placement_by_type.png
Bar = 20 microns.
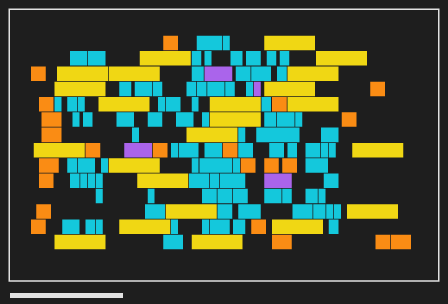
congestion.png
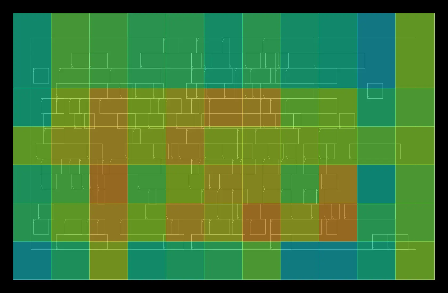
logic_types.png
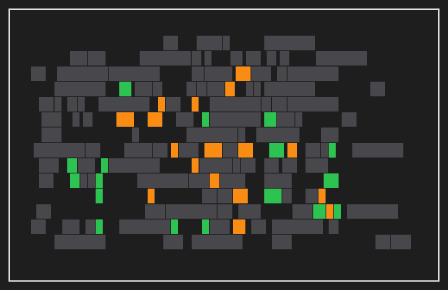
wires.png
Bar = 20 microns. Two of the layers only.
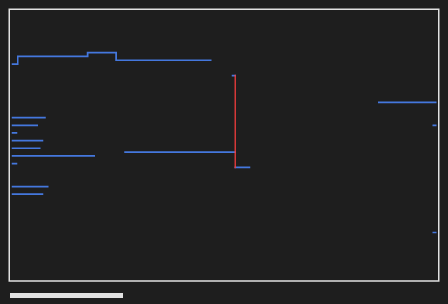
--- config.mk ---
export PLATFORM = sky130hd
export DESIGN_NAME = irq_dispatch
export DESIGN_NICKNAME = d
export VERILOG_FILES = /design/src/rtl/irq_dispatch_pkg.sv /design/src/rtl/irq_timer.sv /design/src/rtl/irq_dispatch.sv
export SDC_FILE = /design/constraint.sdc
export NUM_CORES = 1
export LEC_CHECK = 0
export CAP_MARGIN = 5
export CORE_ASPECT_RATIO = 0.6
export CORE_MARGIN = 3
export CORE_UTILIZATION = 40
export CTS_BUF_LIST = sky130_fd_sc_hd__clkbuf_8
export DETAILED_ROUTE_END_ITERATION = 8
export PLACE_DENSITY = 0.68
export SETUP_SLACK_MARGIN = 0.02
export SLEW_MARGIN = 10
export SYNTH_ARGS = -nofsm -noshare
export SYNTH_HDL_FRONTEND = slang
export SYNTH_SLANG_ARGS = --single-unit
--- constraint.sdc ---
create_clock -name clk -period 1.9 [get_ports clk]
set_input_delay 0.19 -clock clk [delete_from_list [all_inputs] [get_ports clk]]
set_output_delay 0.19 -clock clk [all_outputs]
set_load 0.1 [all_outputs]
--- src/rtl/irq_dispatch_pkg.sv ---
// Shared types and defaults for the interrupt dispatcher.
// Optional statistics counters are enabled with IRQ_DISPATCH_STATS_EN.
package irq_dispatch_pkg;

    typedef enum logic [1:0] {
        IDLE  = 2'd0,
        GRANT = 2'd1,
        COOL  = 2'd2
    } state_e;

    localparam int N_CH_DEF     = 4;
    localparam int TIMEOUT_DEF  = 8;
    localparam int COOLDOWN_DEF = 2;
    localparam int MAX_CH       = 32;

    // Wide one-hot; callers truncate to their own channel count.
    function automatic logic [MAX_CH-1:0] onehot(input int unsigned idx);
        onehot = MAX_CH'(1) << idx;
    endfunction

endpackage

--- src/rtl/irq_timer.sv ---
// Loadable down-counter that holds at zero; tc flags the terminal count.
module irq_timer #(
    parameter int W = 8
) (
    input  logic         clk,
    input  logic         rst_n,
    input  logic         load,
    input  logic [W-1:0] load_val,
    input  logic         en,
    output logic         tc
);

    logic [W-1:0] count;

    always_ff @(posedge clk or negedge rst_n) begin
        if (!rst_n) begin
            count <= '0;
        end else if (load) begin
            count <= load_val;
        end else if (en && (count != '0)) begin
            count <= count - W'(1);
        end
    end

    assign tc = (count == '0);

endmodule

--- src/rtl/irq_dispatch.sv ---
// Single-outstanding-grant dispatcher with ack/timeout release and cooldown.
// Per-channel completion statistics are added when IRQ_DISPATCH_STATS_EN is defined.
//
// state | meaning
// IDLE  | waiting for a valid encoded request
// GRANT | one-hot grant held until ack or timeout
// COOL  | post-release quiet period, requests ignored
module irq_dispatch
    import irq_dispatch_pkg::*;
#(
    parameter int N_CH     = N_CH_DEF,
    parameter int IDX_W    = $clog2(N_CH),
    parameter int TIMEOUT  = TIMEOUT_DEF,
    parameter int COOLDOWN = COOLDOWN_DEF
) (
    input  logic             clk,
    input  logic             rst,
    input  logic [IDX_W-1:0] Y,
    input  logic             valid,
    input  logic             ack,
`ifdef IRQ_DISPATCH_STATS_EN
    input  logic [IDX_W-1:0] stat_sel,
    output logic [7:0]       stat_cnt,
    output logic [7:0]       to_cnt,
`endif
    output logic [N_CH-1:0]  grant,
    output logic [IDX_W-1:0] grant_id,
    output logic             busy,
    output logic             done,
    output logic             timeout
);

    localparam logic [7:0] TO_LOAD   = 8'(TIMEOUT - 1);
    localparam logic [3:0] COOL_LOAD = (COOLDOWN > 0) ? 4'(COOLDOWN - 1) : 4'd0;
    localparam bit         HAS_COOL  = (COOLDOWN > 0);

    state_e state;
    logic   capture;
    logic   to_load, to_en, to_tc;
    logic   cool_load, cool_en, cool_tc;
    logic   release_ack, release_to;

    assign capture     = (state == IDLE) && valid && (32'(Y) < N_CH);
    assign release_ack = (state == GRANT) && ack;
    assign release_to  = (state == GRANT) && !ack && to_tc;

    assign to_load   = capture;
    assign to_en     = (state == GRANT) && !ack;
    assign cool_load = release_ack || release_to;
    assign cool_en   = (state == COOL);

    irq_timer #(.W(8)) u_to_timer (
        .clk      (clk),
        .rst_n    (rst),
        .load     (to_load),
        .load_val (TO_LOAD),
        .en       (to_en),
        .tc       (to_tc)
    );

    irq_timer #(.W(4)) u_cool_timer (
        .clk      (clk),
        .rst_n    (rst),
        .load     (cool_load),
        .load_val (COOL_LOAD),
        .en       (cool_en),
        .tc       (cool_tc)
    );

    always_ff @(posedge clk or negedge rst) begin
        if (!rst) begin
            state    <= IDLE;
            grant    <= '0;
            grant_id <= '0;
            busy     <= 1'b0;
            done     <= 1'b0;
            timeout  <= 1'b0;
        end else begin
            done    <= 1'b0;
            timeout <= 1'b0;
            case (state)
                IDLE: begin
                    if (capture) begin
                        grant_id <= Y;
                        grant    <= N_CH'(onehot(32'(Y)));
                        busy     <= 1'b1;
                        state    <= GRANT;
                    end
                end
                GRANT: begin
                    // ack takes priority over a coincident terminal count
                    if (release_ack || release_to) begin
                        grant   <= '0;
                        done    <= release_ack;
                        timeout <= release_to;
                        if (HAS_COOL) begin
                            state <= COOL;
                        end else begin
                            state <= IDLE;
                            busy  <= 1'b0;
                        end
                    end
                end
                COOL: begin
                    if (cool_tc) begin
                        state <= IDLE;
                        busy  <= 1'b0;
                    end
                end
                default: begin
                    state <= IDLE;
                    grant <= '0;
                    busy  <= 1'b0;
                end
            endcase
        end
    end

`ifdef IRQ_DISPATCH_STATS_EN
    logic [7:0] ack_cnt [N_CH];

    always_ff @(posedge clk or negedge rst) begin
        if (!rst) begin
            for (int i = 0; i < N_CH; i++) begin
                ack_cnt[i] <= '0;
            end
            to_cnt   <= '0;
            stat_cnt <= '0;
        end else begin
            if (release_ack && (ack_cnt[grant_id] != 8'hFF)) begin
                ack_cnt[grant_id] <= ack_cnt[grant_id] + 8'd1;
            end
            if (release_to && (to_cnt != 8'hFF)) begin
                to_cnt <= to_cnt + 8'd1;
            end
            stat_cnt <= (32'(stat_sel) < N_CH) ? ack_cnt[stat_sel] : 8'd0;
        end
    end
`endif

endmodule
==> CHANGELOG.md <==
### Changed

- Register area: approximately 580 sq um
- Initial antenna violation count: 0
- Fraction of registers with async set/reset: 100%
- Combinational power share: 53.4%
- Max reg flops: 8
- Mapped Nets: around 130
- Final Power: 0.00228 W
- Num ports: 15
- Yosys stat area: between 1000 and 1500 sq um
- Biggest regs: u_to_timer.count (8), grant (4), u_cool_timer.count (4)
- Ao+oa area frac: between 10% and 20%
- Cells in synth_stat.txt: approximately 120
- Slew @ Worst Pin: ~600 ps
- Leak Pwr: approximately 0.67 nW
- Max Clock Freq: 0.585 GHz
- Top pwr grp: combinational logic
- R2r startpoint: u_to_timer.count[5]$_DFFE_PN0P_
- Simple-Gate Area Share: between 20% and 30%
- Period Utilization, post-route: between 90% and 100%
- Pre-antenna DRT Iters: 4
- Comb gates: a little under 80
- Post-CTS Repair Setup Buffers: 0
- Met1 Usage GRT: between 20% and 30%
- Die H: 48.0 microns
- Starting density of the core: approximately 45%
- Area leader share: approximately half
- Worst Path Max Fanout: 8
- DR top layer: met4
- Avg Inst Size Synth: between 9 and 10 sq um
- Seq area share: around 40%
- Fillers: approximately 240
- Reg2Reg Depth: 3
- Logic area: between 500 and 600 sq um
- Layout area overhead: 22.4%
- Synth mux share: ~4.3%
- GP Congestion: slightly above 0.8
- Worst skew pair latency: around 270 ps
- CTS resizes: 1
- Min cycle time layout: roughly 1700 ps
- OpenROAD warnings: 26
- Comb pwr: between 0.001 and 0.0015 W
- Worst setup endpoint: u_to_timer.count[6]$_DFFE_PN0P_
- Slew HR: roughly 60%
- Setup TNS Final: 0 ps
- Most common cell in the synthesized netlist: dfrtp_1
- Non-clk bufs: 22
- Clock share of power: between 10% and 20%
- Cts hold-fix bufs: 0
- Switching power: roughly 0.0012 W
- Met3 wire length: ~120 microns
- Most used flip-flop cell: dfrtp_1
- Final Hold Fails: 0
- Most frequent cells after synthesis: dfrtp_1, inv_1, nand2_1, o21ai_0, nor2_1
- Wl on met1: roughly 1300 microns
- Dpl cells: 176
- Register share after synthesis: between 40% and 50%
- Row cnt: 14
- Clk sinks: 23
- H-tree levels: 1
- Synth Instances: ~120
- CP arrival: about 1900 ps
- Final Skew: approximately 2.5 ps
- Worst setup SP type: flop
- Clock Tree Buf Depth: 2
- First-pass GRT wire length: 4330 microns
- Max-Cap Viols: 0
- Vias per inst: 5.22
- Post-synth top area cell: dfrtp_1
- Status: completed
- CTS tree: built
- CTS buffer count: 3
- Power Clock: 0.000302 W
- Die X: 76.0 microns
- Slack of the critical path: 190 ps
- Nets@finish: about 150
- Yosys cell types: 35
- Seq Cell Count: 23
- Cell family with most CP delay: simple AND/OR/NAND/NOR gates
- DRC: 0
- Slowest stage delay, CP: approximately 630 ps
- Slowest-stage cell, CP: or4_4
- Seq. pwr: ~0.00076 W
- Max Transition Viols Final: 0
About placement_by_type.png:
| class | color | cells | share of their area |
|---|---|---|---|
| clock drivers and dummy loads | purple | 4 | 3.2% |
| sequential cells | yellow | 23 | 41% |
| remaining buffers and delay cells | orange | 22 | 13% |
| combinational and other logic | cyan | 91 | 43% |

About congestion.png:
utilization after layout: 54.5%
GR Util All Layers: 15.8%
met3 GRT Util: 5.64%
met2 usage in global routing: 26.9%
routed len/inst: 14.1 microns

About logic_types.png:
| family | color | cells |
|---|---|---|
| nor cells | orange | 17 |
| nand cells | green | 17 |
Non-Filler Instances: 180
most numerous logic cell after layout: dfrtp_1
Comb/total area: 37.8%

About wires.png:
| layer | color | wire length |
|---|---|---|
| metal 3 | blue | 120 microns |
| metal 4 | red | 16.3 microns |
final WL: 2530 microns
Via Count: 939

Power and IR drop assume default switching activity.
